==> src/rtl/lc3b_types.sv <==
// ---------------------------------------------------------------------------
// lc3b_types
// Shared types for the LC-3b memory hierarchy.
//   lc3b_word        : 16-bit machine word / line address
//   lc3b_cacheline   : one 128-bit cache line moved to and from physical memory
//   pmem_arb_state_t : state of the physical-memory arbiter
//   GRANT_I/GRANT_D  : encoding used when remembering which cache was served
//   streakWidth()    : bits needed to hold a D-streak count up to its maximum
// ---------------------------------------------------------------------------
package lc3b_types;

  typedef logic [15:0]  lc3b_word;
  typedef logic [127:0] lc3b_cacheline;

  typedef enum logic [1:0] {
    ARB_IDLE    = 2'd0,
    ARB_SERVE_I = 2'd1,
    ARB_SERVE_D = 2'd2
  } pmem_arb_state_t;

  localparam logic GRANT_I = 1'b0;
  localparam logic GRANT_D = 1'b1;

  // One spare code point above the maximum keeps the width at least one bit,
  // even when the maximum streak is configured as zero.
  function automatic int streakWidth(input int maxStreak);
    return $clog2(maxStreak + 2);
  endfunction

endpackage

==> src/rtl/pmem_arbiter_arb_select.sv <==
// ---------------------------------------------------------------------------
// arb_select
// Purely combinational grant decision for the physical-memory arbiter.
//   i_active_i     : I-cache is presenting a read or write
//   d_active_i     : D-cache is presenting a read or write
//   last_grant_i   : cache that completed the previous transaction (GRANT_I/D)
//   streak_i       : consecutive D grants completed while I was waiting
//   grant_valid_o  : at least one cache is requesting
//   grant_d_o      : 1 = grant the D-cache, 0 = grant the I-cache
// ---------------------------------------------------------------------------
module arb_select
  import lc3b_types::*;
#(
  parameter int PRIORITY_MODE = 0,
  parameter int MAX_D_STREAK  = 3,
  parameter int STREAK_W      = 3
) (
  input  logic                i_active_i,
  input  logic                d_active_i,
  input  logic                last_grant_i,
  input  logic [STREAK_W-1:0] streak_i,
  output logic                grant_valid_o,
  output logic                grant_d_o
);

  localparam logic [STREAK_W-1:0] STREAK_LIMIT = STREAK_W'(MAX_D_STREAK);

  // A lone requester always wins. On a conflict, round-robin mode hands the
  // port to whichever cache was not served last, while priority mode favours
  // the D-cache until it has been granted MAX_D_STREAK times in a row while
  // the I-cache waited, at which point the I-cache is forced through.
  always_comb begin
    grant_valid_o = i_active_i | d_active_i;
    grant_d_o     = 1'b0;
    if (d_active_i && !i_active_i) begin
      grant_d_o = 1'b1;
    end else if (d_active_i && i_active_i) begin
      if (PRIORITY_MODE == 0) begin
        grant_d_o = (last_grant_i == GRANT_I);
      end else begin
        grant_d_o = (streak_i != STREAK_LIMIT);
      end
    end
  end

endmodule

==> src/rtl/pmem_arbiter.sv <==
// ---------------------------------------------------------------------------
// pmem_arbiter
// Shares the single physical-memory port between the I-cache and D-cache
// miss paths. One cache is granted at a time; its command is latched so the
// physical-memory side stays stable even if the cache changes its inputs.
//   clk, reset                : clock, asynchronous active-high reset
//   i_read/i_write/i_address  : I-cache line request
//   i_wdata                   : I-cache write line
//   i_rdata/i_resp            : read line and completion pulse to the I-cache
//   d_read/d_write/d_address  : D-cache line request
//   d_wdata                   : D-cache write line
//   d_rdata/d_resp            : read line and completion pulse to the D-cache
//   pmem_read/pmem_write      : physical-memory strobes
//   pmem_address/pmem_wdata   : latched command towards physical memory
//   pmem_rdata/pmem_resp      : physical-memory read line and done pulse
//   grant_d                   : high while the D-cache owns physical memory
// ---------------------------------------------------------------------------
module pmem_arbiter
  import lc3b_types::*;
#(
  parameter int PRIORITY_MODE = 0,
  parameter int MAX_D_STREAK  = 3
) (
  input  logic          clk,
  input  logic          reset,
  input  logic          i_read,
  input  logic          i_write,
  input  lc3b_word      i_address,
  input  lc3b_cacheline i_wdata,
  output lc3b_cacheline i_rdata,
  output logic          i_resp,
  input  logic          d_read,
  input  logic          d_write,
  input  lc3b_word      d_address,
  input  lc3b_cacheline d_wdata,
  output lc3b_cacheline d_rdata,
  output logic          d_resp,
  output logic          pmem_read,
  output logic          pmem_write,
  output lc3b_word      pmem_address,
  output lc3b_cacheline pmem_wdata,
  input  lc3b_cacheline pmem_rdata,
  input  logic          pmem_resp,
  output logic          grant_d
);

  localparam int STREAK_W = streakWidth(MAX_D_STREAK);
  localparam logic [STREAK_W-1:0] STREAK_LIMIT = STREAK_W'(MAX_D_STREAK);

  pmem_arb_state_t     state_q, state_d;
  lc3b_word            addr_q, addr_d;
  lc3b_cacheline       wdata_q, wdata_d;
  logic                write_q, write_d;
  logic                last_grant_q, last_grant_d;
  logic [STREAK_W-1:0] streak_q, streak_d;

  logic iActive;
  logic dActive;
  logic grantValid;
  logic grantD;
  logic serving;

  assign iActive = i_read | i_write;
  assign dActive = d_read | d_write;

  arb_select #(
    .PRIORITY_MODE (PRIORITY_MODE),
    .MAX_D_STREAK  (MAX_D_STREAK),
    .STREAK_W      (STREAK_W)
  ) u_arb_select (
    .i_active_i    (iActive),
    .d_active_i    (dActive),
    .last_grant_i  (last_grant_q),
    .streak_i      (streak_q),
    .grant_valid_o (grantValid),
    .grant_d_o     (grantD)
  );

  // Next-state logic. Arbitration only happens in IDLE; once a cache is
  // granted, its command is captured here and the transaction runs to
  // completion regardless of what the cache does with its own inputs. When
  // read and write are both raised, the write is the one carried out.
  // The D-streak only moves in priority mode: a D completion while the
  // I-cache is still asking extends it (saturating), a D completion with the
  // I-cache quiet resets it, and any I completion resets it.
  always_comb begin
    state_d      = state_q;
    addr_d       = addr_q;
    wdata_d      = wdata_q;
    write_d      = write_q;
    last_grant_d = last_grant_q;
    streak_d     = streak_q;

    case (state_q)
      ARB_IDLE: begin
        if (grantValid) begin
          if (grantD) begin
            addr_d  = d_address;
            wdata_d = d_wdata;
            write_d = d_write;
            state_d = ARB_SERVE_D;
          end else begin
            addr_d  = i_address;
            wdata_d = i_wdata;
            write_d = i_write;
            state_d = ARB_SERVE_I;
          end
        end
      end

      ARB_SERVE_I: begin
        if (pmem_resp) begin
          state_d      = ARB_IDLE;
          last_grant_d = GRANT_I;
          if (PRIORITY_MODE != 0) begin
            streak_d = '0;
          end
        end
      end

      ARB_SERVE_D: begin
        if (pmem_resp) begin
          state_d      = ARB_IDLE;
          last_grant_d = GRANT_D;
          if (PRIORITY_MODE != 0) begin
            if (iActive) begin
              if (streak_q != STREAK_LIMIT) begin
                streak_d = streak_q + STREAK_W'(1);
              end
            end else begin
              streak_d = '0;
            end
          end
        end
      end

      default: begin
        state_d = ARB_IDLE;
      end
    endcase
  end

  // State and latched command registers. Reset is asynchronous so that the
  // memory strobes fall immediately, even in the middle of a transaction.
  always_ff @(posedge clk or posedge reset) begin
    if (reset) begin
      state_q      <= ARB_IDLE;
      addr_q       <= '0;
      wdata_q      <= '0;
      write_q      <= 1'b0;
      last_grant_q <= GRANT_I;
      streak_q     <= '0;
    end else begin
      state_q      <= state_d;
      addr_q       <= addr_d;
      wdata_q      <= wdata_d;
      write_q      <= write_d;
      last_grant_q <= last_grant_d;
      streak_q     <= streak_d;
    end
  end

  // Physical-memory side is driven purely from the latched command, so it
  // is immune to requester input changes. Responses are combinational and
  // steered only to the cache that currently owns the port; both caches see
  // the read line at all times and rely on their resp to qualify it.
  always_comb begin
    serving      = (state_q != ARB_IDLE);
    pmem_read    = serving & ~write_q;
    pmem_write   = serving & write_q;
    pmem_address = addr_q;
    pmem_wdata   = wdata_q;
    i_resp       = (state_q == ARB_SERVE_I) & pmem_resp;
    d_resp       = (state_q == ARB_SERVE_D) & pmem_resp;
    i_rdata      = pmem_rdata;
    d_rdata      = pmem_rdata;
    grant_d      = (state_q == ARB_SERVE_D);
  end

endmodule

==> config.mk <==
export PLATFORM = sky130hd
export DESIGN_NAME = pmem_arbiter
export DESIGN_NICKNAME = d
export VERILOG_FILES = /design/src/rtl/lc3b_types.sv /design/src/rtl/pmem_arbiter_arb_select.sv /design/src/rtl/pmem_arbiter.sv
export SDC_FILE = /design/constraint.sdc
export NUM_CORES = 1
export LEC_CHECK = 0
export CORE_AREA = 2 2 321 323
export CTS_CLUSTER_SIZE = 10
export DETAILED_ROUTE_END_ITERATION = 10
export DIE_AREA = 0 0 323 325
export PLACE_DENSITY = 0.35
export RECOVER_POWER = 50
export SLEW_MARGIN = 20
export SYNTH_ARGS = -nofsm -noshare
export SYNTH_HDL_FRONTEND = slang
export SYNTH_HIERARCHICAL = 1
export SYNTH_SLANG_ARGS = --single-unit
==> constraint.sdc <==
create_clock -name clk -period 4.05 [get_ports clk]
set_input_delay 0.405 -clock clk [delete_from_list [all_inputs] [get_ports clk]]
set_output_delay 0.405 -clock clk [all_outputs]
set_load 0.005 [all_outputs]
Run 1, placed cells, one colour a class:
Drawn at 1 px/um.
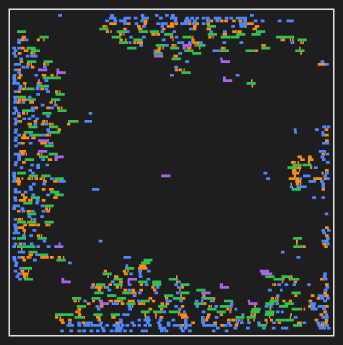
| class | colour | cells | share of their area |
|---|---|---|---|
| clock drivers and dummy loads | purple | 32 | 4.6% |
| registers | green | 148 | 30% |
| remaining buffers and delay cells | blue | 469 | 38% |
| remaining logic cells | orange | 464 | 27% |
final instance area: 14000 um^2
core area: 101000 um^2

Run 1, placement density heat map:
Drawn at 1 px/um. The die is cut into 32 by 32 equal tiles; dark blue is low, red is high, 0 to 100% covered.
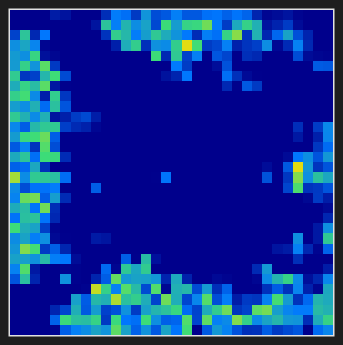
emptiest ninth of the die: centre
densest ninth of the die: bottom centre
fullest tile: 71%
mean over tiles: 12%
nearly empty tiles: 57%
Pre-Place Util: 9.35%
Final Util: 13.9%

Run 1, signal wires on met1:
Drawn at 1.5 px/um. Supply wires on this layer in grey.
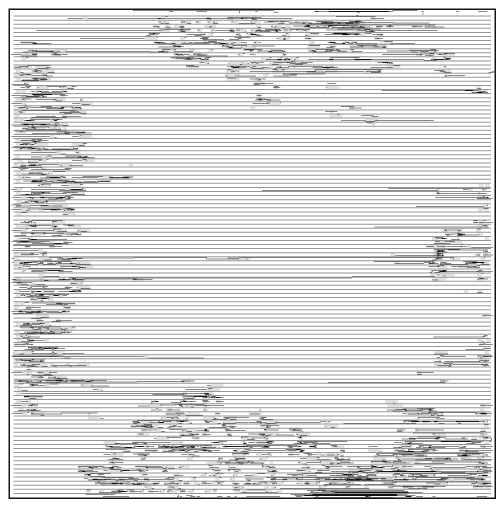
longest straight run: 188 um
main direction: horizontal
share of all routed wire: 37%
nets with wire on the layer: 1244
via count: 6671
Routed WL: 39.4 mm
met1 GRT Util: 7.71%

Run 1, I/O nets highlighted:
Drawn at 1 px/um.
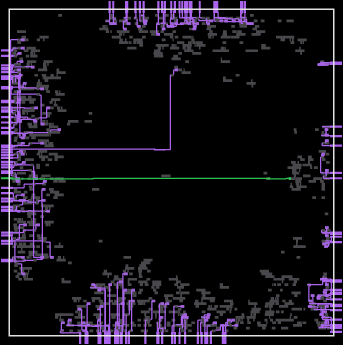
| port | colour | bits | direction | end cells | buffers | wire |
|---|---|---|---|---|---|---|
| pmem_write | green | 1 | output | 1 | 1 | 286 um |
| i_wdata | purple | 128 | input | 128 | 128 | 3680 um |
I/O pin cnt: 828
IO Port Bufs: 443

run 1: placed cells by master (no fill, tap or decap):
master,instances
dlygate4sd3_1,1
or2_2,2
clkbuf_1,3
o21ai_1,1
clkinvlp_2,1
o41ai_2,1
a21boi_4,1
nand2_1,1
mux2i_1,146
buf_4,17
o21ai_0,2
buf_16,1
inv_1,4
and2_4,1
nor2_1,146
clkinv_2,3
buf_12,7
clkbuf_2,1
or2_1,1
nand4b_1,1
ha_1,5
inv_6,1
dfrtp_1,148
and2_1,2
a21oi_1,46
clkbuf_16,17
clkinvlp_4,4
a21oi_2,100
nor2b_1,3
clkinv_4,2
clkdlybuf4s50_1,442
bufinv_16,2
run 1: layer usage:
metal | part of all wire (%) | vias to the layer above | track usage, % | wire (um)
met5 | 0.058 | - | 0 | 23
met4 | 5.5 | 4 | 5.41 | 2150
met3 | 11 | 148 | 3.80 | 4460
met2 | 46 | 376 | 11.6 | 18100
met1 | 37 | 3001 | 7.71 | 14600
li1 | - | 3142 | - | -
run 1: area by class of cell:
type / count / area (um^2)
clock inverters: 12 / 131
repair buffers: 469 / 4730
inverters: 5 / 20.0
well taps: 1368 / 1710
multi-input cells: 459 / 3300
fillers: 11500 / 87300
clock buffers: 20 / 437
flip-flops and latches: 148 / 3700
run 1: metrics by stage:
stage	hold slack, ns	util [%]	worst slack (ns)
3_5_place_dp	0.504	13.3	1.16
6_report	0.515	13.9	1.29
4_1_cts	0.247	13.8	1.37
3_3_place_gp	0.499	13.3	1.15
2_1_floorplan	0.490	-	1.78
5_1_grt	0.526	13.9	0.809
run 1: final timing paths:
path / from / endpoint / slack, ns
worst max-delay path: reset / pmem_wdata[12] / 1.29
worst min-delay path: pmem_wdata[78] / pmem_wdata[78] / 0.51
worst max register to register: state_q[0] / pmem_wdata[114] / 1.78
worst min register to register: pmem_wdata[78] / pmem_wdata[78] / 0.51
max in group clk: state_q[0] / pmem_read / 1.48
min in group asynchronous: reset / pmem_wdata[102] / 0.55
run 1: flip-flops by register name, indices dropped and copies added (netlist names):
name / count
write_q: 1
state_q: 2
pmem_wdata: 128
last_grant_q: 1
pmem_address: 16
run 1: worst max-delay path: stages:
cell           delay (ns)
dlygate4sd3_1        0.55
clkinvlp_2           0.62
clkbuf_2             1.35
run 1: power by group:
group / internal (mW) / switching [mW]
Sequential: 2.23 / 0.431
Combinational: 2.48 / 2.24
Clock: 0.904 / 0.762
==> impl_metrics.csv, run 1 <==
group,metric,value,unit
timing,tightestPinTransition,1.76,ns
power,powerDensity,644,nW/um^2
power,p_total,9.04,mW
clock_tree,clk_latency,0.50,ns
clock_tree,cts_resized,0,
timing,slew_headroom,-17.0,%
worst_setup_path,crit_type,"in2async",
clock_tree,holdBufCountCts,0,
grt,grt-ovfl-total,0,
yosys,floorplan.nets,1345,
yosys,ys.warnings.count,6,
power,power_leakage,5.09,nW
finish,fin_cells,2481,
worst_setup_path,r2r_cells,7,
timing,finalCriticalPeriod,2.76,ns
worst_hold_path,hold_class,"reg2reg",
finish,antenna_cells,0,
placement,dp_cells,2448,
die,chipArea,105000,um^2
timing,rsz0062_at_grt,"false",
grt,grt_pass1_vias,7376,
clock_tree,clkSinkCount,148,
die,fp.dieW,323,um
yosys,syn-cell-area,9470,um^2
die,rows,117,
finish,finalNetCount,1528,
routing,via_per_inst,2.69,
timing,fin_skew,0.0231,ns
routing,routedWlPerCell,15.9,um
finish,drive_above_1_share,14.5,%
clock_tree,clk_path_buf_depth,2,
yosys,synth_cells,917,
placement,dpl_cell_area,13500,um^2
clock_tree,post_cts.repair.setup_buffers,0,
timing,setup_viol,0,
timing,finalClockPeriodUsage,68.1,%
grt,antenna_found_initial,2,
worst_setup_path,cp.required,4.33,ns
clock_tree,cts-root-buf,"clkbuf_16",
routing,dr.pass1.iters,4,
routing,drcViolationCount,0,
worst_setup_path,startpoint_type,"input pin",
clock_tree,htreeDepth,4,
clock_tree,cts_buffers,17,
routing,ant_nets,0,
timing,max_freq,0.363,GHz
worst_setup_path,worstSetupEndpointType,"asynchronous set/reset pin",
timing,final_max_slew_viol_count,64,
grt,grt_usage,7.48,%
yosys,syn_area_per_cell,10.3,um^2
clock_tree,cts_tree,"built",
status,status,"finished with violations",
status,violations,"capacitance limit, slew limit",
worst_setup_path,crit_arrival,3.04,ns
timing,setup_tns,0,ns
timing,timing_hold_violations_final,0,
finish,area_growth,48.2,%
flow_run,openroad.warnings,30,
die,die_y,325,um
placement,dp_hpwl,31.5,mm
grt,grt_max_degree,70,
flow_run,cap_viol_max_count,1,
clock_tree,clk_pin_slew,0.07,ns
grt,grt_pass1_wl,54.4,mm
worst_hold_path,hold_depth,2,
routing,initialDrtViolationCount,165,
worst_setup_path,cp_max_fo,63,
placement,place.gp.congestion,0.713,
power,peakVddDrop,0.332,mV
Run 1, placement view:
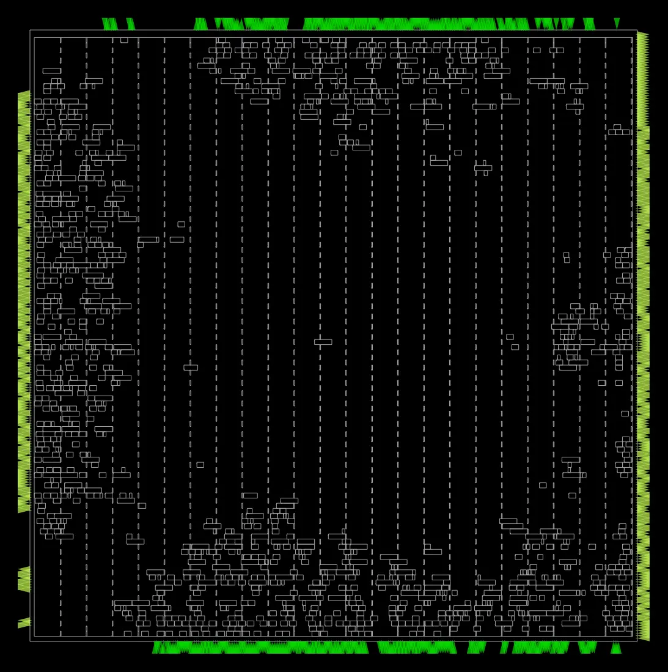

## Run 2: what changed since run 1
clock period = 2.45 ns   (was 4.05 ns; I/O delays follow)
Run 2, placement view:
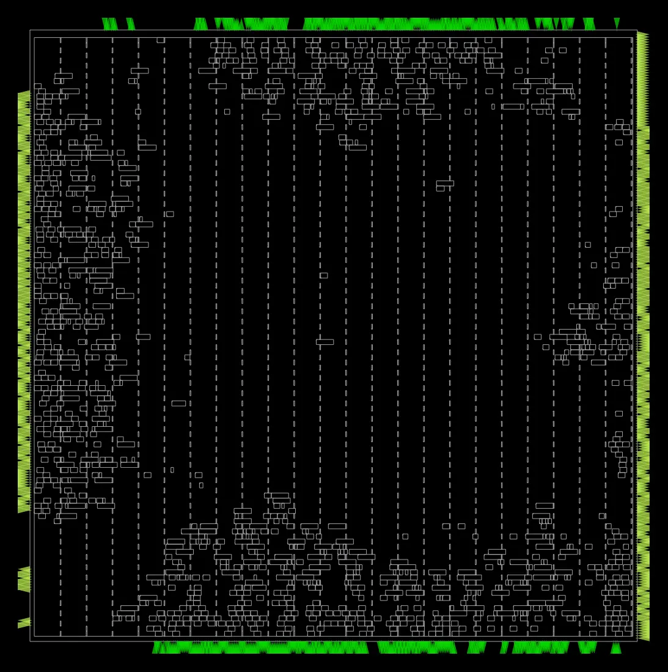
Tapcells: 1368
FFs & Latches: 148
number of core rows: 117
fill cell count: 11500
non-filler cells, final: 2506

==> run 2 against run 1 <==
The flow now finishes without violations. Critical path depth increased by 1. Die size unchanged. Sequential share of layout area decreased by 0.38 points. Design area increased by 1.5%. Final cell count increased by 1.0%. Largest power group unchanged.
==> impl_metrics.csv, run 2 <==
group,metric,value,unit
power,p_total,15.2,mW
timing,fin_skew,0.0377,ns
finish,final_common_cell,"clkdlybuf4s50_1",
worst_setup_path,crit_type,"reg2out",
power,comb_power_share,51.6,%
worst_setup_path,crit_chain,"inv_1, ha_1, nor2_1, dlygate4sd2_1",
routing,routed_wl,39.0,mm
worst_setup_path,cp_top_family,"buffers and inverters",
grt,grt_max_degree,68,
worst_setup_path,worstSetupEndpointType,"primary output",
finish,drive_above_1_share,16.4,%
die,chipArea,105000,um^2
clock_tree,cts_tree,"built",
finish,logic_area,3300,um^2
worst_setup_path,startpoint_type,"flop",
die,fp.dieW,323,um
placement,place_ws,0.100,ns
grt,gr-usage-met3,3.98,%
timing,timing_hold_violations_final,0,
timing,max_freq,0.471,GHz
timing,finalCriticalPeriod,2.12,ns
yosys,floorplan.nets,1345,
clock_tree,cts-root-buf,"clkbuf_16",
power,switching_power,5.73,mW
placement,dpl_cell_area,13700,um^2
finish,regArea,3700,um^2
timing,worst_slack,0.325,ns
routing,drcViolationCount,0,
worst_hold_path,hold_class,"in2async",
grt,grt_usage,7.33,%
yosys,ys.warnings.count,6,
worst_setup_path,cp.required,2.20,ns
finish,stdcell_area,14200,um^2
placement,dp_hpwl,31.8,mm
timing,slew_headroom,3.46,%
routing,dr.pass1.iters,4,
clock_tree,clk_pin_slew,0.08,ns
routing,num_vias,6737,
worst_setup_path,cp_slowest_cell,"dlygate4sd2_1",
clock_tree,htreeDepth,4,
timing,tightestPinTransition,1.45,ns
flow_run,cap_viol_max_count,0,
worst_setup_path,path_buffers,2,
worst_setup_path,cp_max_fo,4,
clock_tree,clk_latency,0.50,ns
finish,final_core_util,14.1,%
power,p_clk_share,19.5,%
power,power_leakage,5.24,nW
die,initial_core_util,9.35,%
die,ios,828,
yosys,syn_area_per_cell,10.3,um^2
clock_tree,clkSinkCount,148,
grt,grt_pass1_vias,7344,
timing,finalClockPeriodUsage,86.7,%
routing,initialDrtViolationCount,150,
finish,layout_top_cells,"clkdlybuf4s50_1, dfrtp_1, mux2i_1, nor2_1, a21oi_2",
yosys,syn-cell-area,9470,um^2
status,status,"finished clean",
timing,setup_viol,0,
finish,area_growth,50.3,%
grt,grt-ovfl-total,0,
die,die_y,325,um
finish,antenna_cells,0,
timing,hold-worst-slack,0.192,ns
grt,grt_pass1_wl,53.6,mm
placement,dp_cells,2474,
finish,largest_reg_flops,128,
yosys,synth_cells,917,
routing,ant_nets,0,
finish,finalNetCount,1553,
die,coreArea,101000,um^2
power,peakVddDrop,0.514,mV
power,p_seq_share,28.9,%
grt,grt_most_used_layer,"met2",
flow_run,openroad.warnings,30,
placement,port_buffers,443,
placement,place.gp.congestion,0.705,
grt,gr-usage-met2,11.6,%
routing,routedWlPerCell,15.6,um
timing,rsz0062_at_grt,"false",
grt,met1_usage,7.54,%
worst_setup_path,crit_arrival,1.88,ns
worst_setup_path,cp_slowest_stage_delay,0.54,ns
power,switching_share,37.6,%
routing,via_per_inst,2.69,
-- run 2: area by class of cell --
type	count	area share [%]
Clock buffer	18	3.08
Clock inverter	14	1.34
Sequential cell	148	26.0
Inverter	5	0.141
Timing Repair Buffer	494	34.3
Multi-Input combinational cell	459	23.2
Tap cell	1368	12.0
-- run 2: power groups by stage --
stage / registers (mW) / clock network (mW) / logic [mW]
final: 4.40 / 2.98 / 7.86
after global routing: 4.58 / 3.23 / 8.65
after CTS: 4.45 / 3.20 / 8.19
after detailed placement: 4.46 / 0 / 8.16
after global placement: 4.44 / 0 / 8.14
after floorplan: 4.44 / 0 / 4.15
-- run 2: path summary, 6_finish.rpt --
path                       slack, ns  depth (start not counted)               to            start
min reg2reg                     0.51                          2  pmem_wdata[123]  pmem_wdata[123]
max reg2reg                     0.49                          6   pmem_wdata[67]       state_q[0]
min                             0.19                          2   pmem_wdata[98]            reset
max                             0.33                          4        pmem_read       state_q[1]
max in group asynchronous       0.54                          3   pmem_wdata[23]            reset
min in group clk                0.41                          3   pmem_wdata[38]      d_wdata[38]
-- run 2: worst register-to-register path: stages, from the launching register on --
cell,delay (ns)
dfrtp_1,0.40
inv_1,0.14
ha_1,0.23
and2_4,0.48
buf_12,0.38
nor2_1,0.16
a21oi_2,0.10
-- run 2: timing repair --
action | in CTS | in global routing
buffers inserted | 0 | 0
endpoints found under the setup margin | 2 | 0
hold buffers | 0 | 0
resized | 2 | 0
-- run 2: per-layer routing --
| layer | up-vias | wire, um |
|---|---|---|
| li1 | 3193 | - |
| met2 | 378 | 18200 |
| met3 | 138 | 4630 |
| met1 | 3026 | 14300 |
| met4 | 2 | 1900 |
| met5 | - | 13 |
Power figures rest on the tool's default switching activity, not on a simulated workload.
